### src/rtl/pin_capture_pkg.sv
// rtl/pin_capture_pkg.sv - shared constants and types for the pin capture stage
package pin_capture_pkg;

  localparam int PTIME_W         = 3;
  localparam int SYNC_STAGES_DEF = 2;

  typedef logic [PTIME_W-1:0] ptime_t;

endpackage : pin_capture_pkg

### src/rtl/pin_sync.sv
// rtl/pin_sync.sv - N-flop synchroniser with synchronous active-high reset
//   clk  in  1  sampling clock
//   rst  in  1  synchronous active-high reset, clears every stage
//   d    in  1  asynchronous input
//   q    out 1  synchronised output (last stage)
module pin_sync
  import pin_capture_pkg::*;
#(
  parameter int STAGES = SYNC_STAGES_DEF  // must be 2 or more
) (
  input  logic clk,
  input  logic rst,
  input  logic d,
  output logic q
);

  // Plain shift chain: nothing may sit between stages, so only the first
  // flop can see a metastable input.
  logic [STAGES-1:0] chain;

  always_ff @(posedge clk) begin
    if (rst) begin
      chain <= '0;
    end else begin
      chain <= {chain[STAGES-2:0], d};
    end
  end

  assign q = chain[STAGES-1];

endmodule : pin_sync

### src/rtl/pin_capture.sv
// rtl/pin_capture.sv - synchronise a serial pin, strobe rising edges and timestamp them
//   clk600   in  1        capture clock
//   rst      in  1        synchronous active-high reset
//   pin_in   in  1        asynchronous serial pin
//   pin_out  out 1        synchronised, registered copy of pin_in
//   str      out 1        one-cycle strobe per detected rising edge
//   ptime    out PTIME_W  frame counter value at the last detected rising edge
module pin_capture
  import pin_capture_pkg::*;
#(
  parameter int SYNC_STAGES = SYNC_STAGES_DEF,
  parameter int PTIME_W     = pin_capture_pkg::PTIME_W
) (
  input  logic               clk600,
  input  logic               rst,
  input  logic               pin_in,
  output logic               pin_out,
  output logic               str,
  output logic [PTIME_W-1:0] ptime
);

  logic               s;
  logic               s_d;
  logic               rise;
  logic [PTIME_W-1:0] fcnt;

  pin_sync #(
    .STAGES(SYNC_STAGES)
  ) u_sync (
    .clk(clk600),
    .rst(rst),
    .d  (pin_in),
    .q  (s)
  );

  assign rise = s & ~s_d;

  // Free-running frame counter; wraps silently.
  always_ff @(posedge clk600) begin
    if (rst) begin
      fcnt <= '0;
    end else begin
      fcnt <= fcnt + 1'b1;
    end
  end

  // All outputs update together; the timestamp is the counter value seen in
  // the detection cycle, and it is simply overwritten by the next rise.
  always_ff @(posedge clk600) begin
    if (rst) begin
      s_d     <= 1'b0;
      pin_out <= 1'b0;
      str     <= 1'b0;
      ptime   <= '0;
    end else begin
      s_d     <= s;
      pin_out <= s;
      str     <= rise;
      if (rise) begin
        ptime <= fcnt;
      end
    end
  end

endmodule : pin_capture

### config.mk
export PLATFORM = sky130hd
export DESIGN_NAME = pin_capture
export DESIGN_NICKNAME = d
export VERILOG_FILES = /design/src/rtl/pin_capture_pkg.sv /design/src/rtl/pin_sync.sv /design/src/rtl/pin_capture.sv
export SDC_FILE = /design/constraint.sdc
export NUM_CORES = 1
export LEC_CHECK = 0
export CAP_MARGIN = 20
export CORE_AREA = 5 5 42 44
export DETAILED_ROUTE_END_ITERATION = 16
export DIE_AREA = 0 0 47 49
export GPL_TIMING_DRIVEN = 0
export PLACE_DENSITY_LB_ADDON = 0.1
export SLEW_MARGIN = 20
export SYNTH_ARGS = -nofsm -noshare
export SYNTH_HDL_FRONTEND = slang
export SYNTH_HIERARCHICAL = 1
export SYNTH_SLANG_ARGS = --single-unit
### constraint.sdc
create_clock -name clk600 -period 1.4 [get_ports clk600]
set_clock_uncertainty 0.05 [all_clocks]
set_input_delay 0.14 -clock clk600 [delete_from_list [all_inputs] [get_ports clk600]]
set_output_delay 0.14 -clock clk600 [all_outputs]
set_load 0.005 [all_outputs]
run_1/class_map.png
Scale bar: 10 µm.
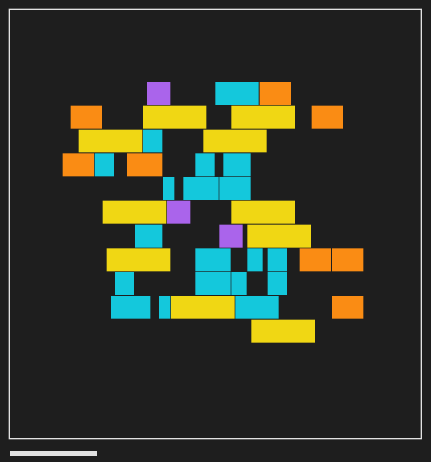
[remaining logic cells] cyan | cells: 19 | share of their area: 34%
[registers] yellow | cells: 10 | share of their area: 43%
[clock-net drivers] purple | cells: 3 | share of their area: 4.9%
[remaining buffers and delay cells] orange | cells: 8 | share of their area: 18%
core area: 1400 µm²
post-route cell area: 480 µm²
# rows: 14
flop share of the area: 41.7%

run_1/layers.png
Scale bar: 10 µm. Only two layers are drawn.
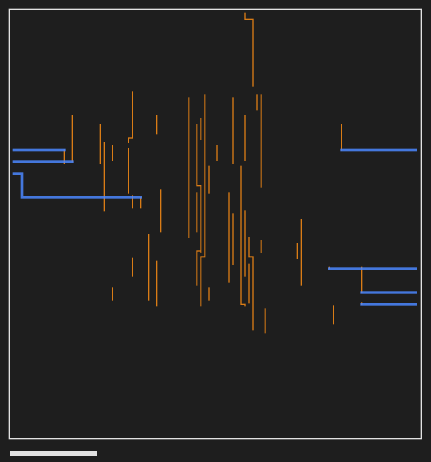
[M3] blue | wire length: 60.5 µm
[M2] orange | wire length: 241 µm
wire length per cell: 9.50 µm
GRT Total Usage: 5.37%
drt total wl: 532 µm
via count: 228

==> CHANGELOG.md, run 1 <==
### Changed

- Leak: 0.178 nW
- Largest stage delay, worst path: 0.52 ns
- Critical Path Source: ptime[2]$_SDFFE_PP0P_
- Clk buf depth: 2
- Post-cts resize count: 0
- Initial drt markers: 0
- Post-CTS setup buffer count: 0
- Reg-to-reg startpoint: fcnt[0]$_SDFF_PP0_
- GR Layer Usage met3: 3.69%
- Nets@finish: ~46
- Crit path DAT: 1.14 ns
- Mapped Cells: 30
- Status: complete, no violations
- Top area cell types: dfxtp_1, nand4bb_1, nor2b_1
- Hold_sp: u_sync/chain[0]$_SDFF_PP0_
- Synthesized Nets: 34
- Sequential-to-total area share from yosys stat: around 54%
- CTS root buffer: clkbuf_4
- Num CTS Buffers: 3
- Hold buffers post-CTS: 0
- Number of global-route vias before repair: 221
- Met1 GRT Util: 5.54%
- Yosys cell count: 30
- Crit path cell chain: clkdlybuf4s50_1
- Crit. End Element: output pin
- Mapped cell area: 368 µm²
- Final core occ: 34.3%
- Maxcap violations: 0
- CP max-delay cell: clkdlybuf4s50_1
- WP depth: 1
- Log Warnings: 26
- Critical path buffer and inverter count: 1
- FILL cells: approximately 160
- Area leader share: 54.4%
- Htree depth: 1
- Worst slew pin tran: 0.153 ns
- Routability congestion estimate: 0.612
- Crit start category: register
- Final slew viol count: 0
- Met2 Resource Use GR: 7.24%
- Ant diodes: 0
- Final Hold Viols: 0
- Area grow syn2layout: 30.6%
- FP Util: 26.3%
- PwrDens: around 1100 nW/µm²
- Yosys warnings: 6
- Ys flops: 10
- Largest net degree at the start of global routing: 11
- Peak supply drop: just under 0.0005 V
- Hold Crit Depth: 1
- Number of port buffers: 7
- Die H: around 49 µm
- Global route overflow: 0
- Slew headroom: 89.8%
- Initial antenna violation count: 0
- I/O pin cnt: 8
- RSZ-0062 raised after global routing: no
- First-pass DRT Iterations: 1
- Final Critical Period: 1.33 ns
- YS chip area: 368 µm²
- Delay-heaviest family, CP: buffers and inverters
- Reg2Reg Depth: 3
- FMAX: ~0.75 GHz
- Post-synth cell types: 13
- Clk ins delay skew pair: 0.25 ns
- Layout cells sized above 1: 20.0%
- Die W: 47 µm
- CTS sink cnt: 10
- Via-to-Cell Ratio: 4.07
- Die Size: 2300 µm²
- Final Cycle Share: roughly 95%
- Post-synthesis average cell area: between 10 and 15 µm²
- Clk slew on worst S/H paths: 0.06 ns
- Most used routing layer: met2
- ANT nets after route: 0
- DR DRC count: 0
- CTS tree: done
- Area leader, netlist: dfxtp_1
run_1/gates.png
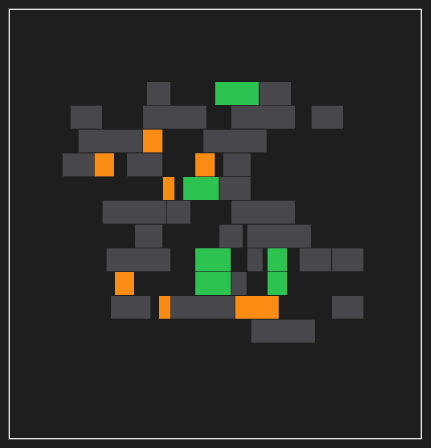
[nand cells] green | cells: 6
[nor cells] orange | cells: 7
non-filler cells, final: 56
multi-input combinational area share: 32.6%
most frequent logic cell in the layout: dfxtp_1

-- run 1: cells in the final DEF (no fill, tap or decap) --
cell,instances
dfxtp_1,10
clkdlybuf4s50_1,7
nor2b_1,4
nand4bb_1,3
clkbuf_4,3
nand2b_1,2
o21ai_1,2
nor2_1,2
and2b_4,1
buf_6,1
xnor2_1,1
nor2b_4,1
nand2b_4,1
o21ai_2,1
ha_1,1
-- run 1: power by group --
part | switching [W] | leakage (nW) | total, W | internal (W)
combinational | 0.0000140 | 0.0825 | 0.0000425 | 0.0000286
clock | 0.0000877 | 0.0138 | 0.000187 | 0.0000988
sequential | 0.00000807 | 0.0819 | 0.000306 | 0.000298
-- run 1: sequential cells by signal, summed over array words and instances (netlist names) --
signal	count
ptime	3
u_sync/chain	2
str	1
fcnt	3
s_d	1
-- run 1: cells in the mapped netlist --
master	number
xnor2_1	1
ha_1	1
o21ai_2	1
nor2_1	2
nor2b_1	4
and2b_4	1
dfxtp_1	10
nand4bb_1	3
nor2b_4	1
o21ai_1	2
buf_6	1
nand2b_1	2
nand2b_4	1
-- run 1: path summary, 6_finish.rpt --
path	slack, ns	to
max	0.07	ptime[2]
min	0.39	u_sync/chain[1]$_SDFF_PP0_
max reg2reg	0.52	fcnt[2]$_SDFF_PP0_
min reg2reg	0.39	u_sync/chain[1]$_SDFF_PP0_
-- run 1: final cells by class --
class / count / area [µm²] / share of cell area (%)
Tap cell: 16 / 20.0 / 4.17
Sequential cell: 10 / 200 / 41.7
Multi-Input combinational cell: 19 / 156 / 32.6
Clock buffer: 3 / 22.5 / 4.69
Buffer: 1 / 11.3 / 2.34
Timing Repair Buffer: 7 / 70.1 / 14.6
-- run 1: metrics by stage --
step / worst slack (ns) / area [µm²] / power [W] / hold WS [ns] / instances
final: 0.0688 / 480 / 0.000535 / 0.385 / 56
after global placement: 0.213 / 458 / 0.000354 / 0.369 / 53
after CTS: 0.0439 / 480 / 0.000543 / 0.379 / 56
after global routing: 0.00399 / 480 / 0.000561 / 0.375 / 56
after floorplan: 0.552 / 368 / 0.000337 / 0.162 / 30
after detailed placement: 0.196 / 458 / 0.000355 / 0.374 / 53
-- run 1: cell families after synthesis --
logic type                 Yosys count  synth area share (%)
buffers and inverters                1                  3.06
adders and majority gates            1                  3.40
AOI/OAI and AO/OA                    3                  5.10
xor gates and xnor gates             1                  2.38
DFF                                 10                  54.4
and+or+nand+nor                     14                  31.6
-- run 1: routing by layer --
layer	up-vias	share of wire, %
met5	-	0
met4	0	0
met3	0	11
met2	7	45
met1	100	43
li1	121	-
==> run 2: changes to the inputs <==
--- a/config.mk
+++ b/config.mk
@@ -6,6 +6,8 @@
 export NUM_CORES = 1
 export LEC_CHECK = 0
 export CAP_MARGIN = 20
+export CELL_PAD_IN_SITES_DETAIL_PLACEMENT = 0
+export CELL_PAD_IN_SITES_GLOBAL_PLACEMENT = 1
 export CORE_AREA = 5 5 42 44
 export DETAILED_ROUTE_END_ITERATION = 16
 export DIE_AREA = 0 0 47 49
@@ -14,5 +16,4 @@
 export SLEW_MARGIN = 20
 export SYNTH_ARGS = -nofsm -noshare
 export SYNTH_HDL_FRONTEND = slang
-export SYNTH_HIERARCHICAL = 1
 export SYNTH_SLANG_ARGS = --single-unit
run_2/congestion_map.png
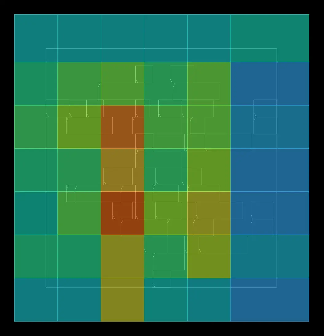
most used routing layer: met2
wire length per cell: 9.88 µm
final core occ: 36.2%
met1 GRT Util: 7.54%

==> CHANGELOG.md, run 2 <==
### Changed

- YS chip area: 378 µm² (+2.7%)
- Post-synth top cells: dfxtp_1, nand4bb_1, o21ai_2
- Slew headroom: 90.2% (+0.38 points)
- Htree depth: 1 (unchanged)
- Main flop type: dfxtp_1
- Flop pwr share: 50.0% (-7.2 points)
- Post-synth cell types: 13 (unchanged)
- CTS root buffer: clkbuf_4
- # rows: 14 (unchanged)
- Synthesized Nets: 34 (unchanged)
- Largest stage delay, worst path: 0.50 ns (-0.02 ns)
- I/O pin cnt: 8 (unchanged)
- Final Hold Viols: 0 (unchanged)
- Status: complete, no violations
- Simple-gate share of the synthesized area: 31.5% (-0.18 points)
- Die Size: 2300 µm² (unchanged)
- Mapped cell area: 378 µm² (+2.7%)
- Fa+ha+maj area frac: 3.31% (-0.090 points)
- Drt total wl: 563 µm (+5.8%)
- Post-synthesis average cell area: 12.6 µm² (+2.7%)
- Worst slew pin tran: 0.147 ns (-0.00544 ns)
- PwrDens: 1210 nW/µm² (+8.4%)
- Yosys warnings: 0 (-6)
- Final Cycle Share: 93.0% (-2.1 points)
- Num CTS Buffers: 3 (unchanged)
- Log Warnings: 26 (unchanged)
- Layout cells sized above 1: 31.7% (+12 points)
- Area grow syn2layout: 34.1%
- Seq. cell area: 203 µm² (+1.2%)
- Clk slew on worst S/H paths: 0.07 ns (about the same)
- Area leader share: 53.0% (-1.4 points)
- Xor+xnor area frac: 2.32% (-0.063 points)
- Clk buf depth: 2 (unchanged)
- Maxcap violations: 0 (unchanged)
- Number of global-route vias before repair: 241 (+9.0%)
- Sequential-to-total area share from yosys stat: 53.0% (-1.4 points)
- RSZ-0062 raised after global routing: no
- Final slew viol count: 0 (unchanged)
- Most frequent cell after synthesis: dfxtp_1
- Crit start category: register
- FMAX: 0.768 GHz (+2.2%)
- Power share of the combinational group: 7.2% (-0.7 points)
- Routability congestion estimate: 0.639 (+4.3%)
- Peak supply drop: 0.000379 V (-23%)
- Area after DPL: 468 µm² (+2.2%)
- Compound-cell area share of the yosys netlist: 6.95% (+1.9 points)
- Dominant logic cell types in the final layout: dfxtp_1, clkdlybuf4s50_1, nand4bb_1, o21ai_2, clkbuf_4
- Die W: 47 µm (unchanged)
- Delay-heaviest family, CP: buffers and inverters
- Largest net degree at the start of global routing: 11 (unchanged)
- Core area: 1400 µm² (unchanged)
- Leak: 0.197 nW (+10%)
- Dominant combinational family: simple AND/OR/NAND/NOR gates
- Switching power: 0.000127 W (+15%)
- Post-synthesis async set-or-reset flop share: 0% (unchanged)
- Mux frac, synth: 0% (unchanged)
- Gate Area: 166 µm² (+6.4%)
- Net Sw Frac: 20.7% (+0.18 points)
- Nets@finish: 46 (unchanged)
- Internal power: 0.000485 W (+14%)
- Mapped Cells: 30 (unchanged)
- CP max-delay cell: clkdlybuf4s50_1
- Critical path buffer and inverter count: 1 (unchanged)
- CTS sink cnt: 10 (unchanged)
- Crit path DAT: 1.11 ns (-0.03 ns)
- Initial antenna violation count: 0 (unchanged)
- Largest regs: fcnt x3, ptime x3, u_sync.chain x2
- Via-to-Cell Ratio: 4.04 (-0.89%)
- FILL cells: 155 (-0.64%)
- Top area cell types: dfxtp_1, nand4bb_1, o21ai_2
- DR DRC count: 0 (unchanged)
[run 2: cell count changes in the layout (fill, tap and decap cells not counted), sizes merged]
cell	previous run	this run
clkbuf	3	4
nor2b	5	3
and2b	1	3
[run 2: cell families (layout without fill, tap and decap cells)]
kind of cell,count (synthesis),in the layout
compound gates,3,3
xor+xnor,1,1
fa+ha+maj,1,1
buf+inv,1,12
flops,10,10
simple gates,14,14
[run 2: repair_timing]
action	CTS	global route
resized	0	2
endpoints found under the setup margin	0	2
buffers inserted	0	0
[run 2: cell type report]
cell class                      instances  area share, %
Clock buffer                            4           7.16
Buffer                                  1           2.22
Multi-Input combinational cell         19           32.8
Tap cell                               16           3.95
Sequential cell                        10           40.0
Timing Repair Buffer                    7           13.8
[run 2: routing by layer]
metal  GRT usage (%)  share of wire, %
met2            8.37                48
met3            3.32               6.0
met5               0                 0
met4            6.91                 0
met1            7.54                46
[run 2: per-stage QoR]
step / total power [W] / util [%] / worst slack [ns] / cells / hold slack [ns]
finish: 0.000612 / 36.2 / 0.0979 / 57 / 0.387
global route: 0.000653 / 36.2 / 0.0315 / 57 / 0.393
CTS: 0.000626 / 36.0 / 0.0276 / 57 / 0.389
detailed placement: 0.000357 / 33.4 / 0.233 / 53 / 0.375
global placement: 0.000356 / 33.4 / 0.247 / 53 / 0.364
floorplan: 0.000339 / - / 0.552 / 30 / 0.215
[run 2: worst paths after layout]
check / start / to / slack, ns / cells past startpoint
hold / removal: u_sync.chain[0]$_SDFF_PP0_ / u_sync.chain[1]$_SDFF_PP0_ / 0.39 / 1
setup / recovery: s_d$_SDFF_PP0_ / pin_out / 0.1 / 1
hold reg to reg: u_sync.chain[0]$_SDFF_PP0_ / u_sync.chain[1]$_SDFF_PP0_ / 0.39 / 1
setup reg to reg: fcnt[0]$_SDFF_PP0_ / fcnt[1]$_SDFF_PP0_ / 0.52 / 2
[run 2: power groups by stage]
stage               sequential, W  clock [W]  combinational (W)
floorplan                0.000311          0          0.0000282
global placement         0.000312          0          0.0000437
detailed placement       0.000313          0          0.0000445
CTS                      0.000306   0.000275          0.0000448
global route             0.000307   0.000296          0.0000494
finish                   0.000306   0.000262          0.0000439
Power and IR drop assume default switching activity.
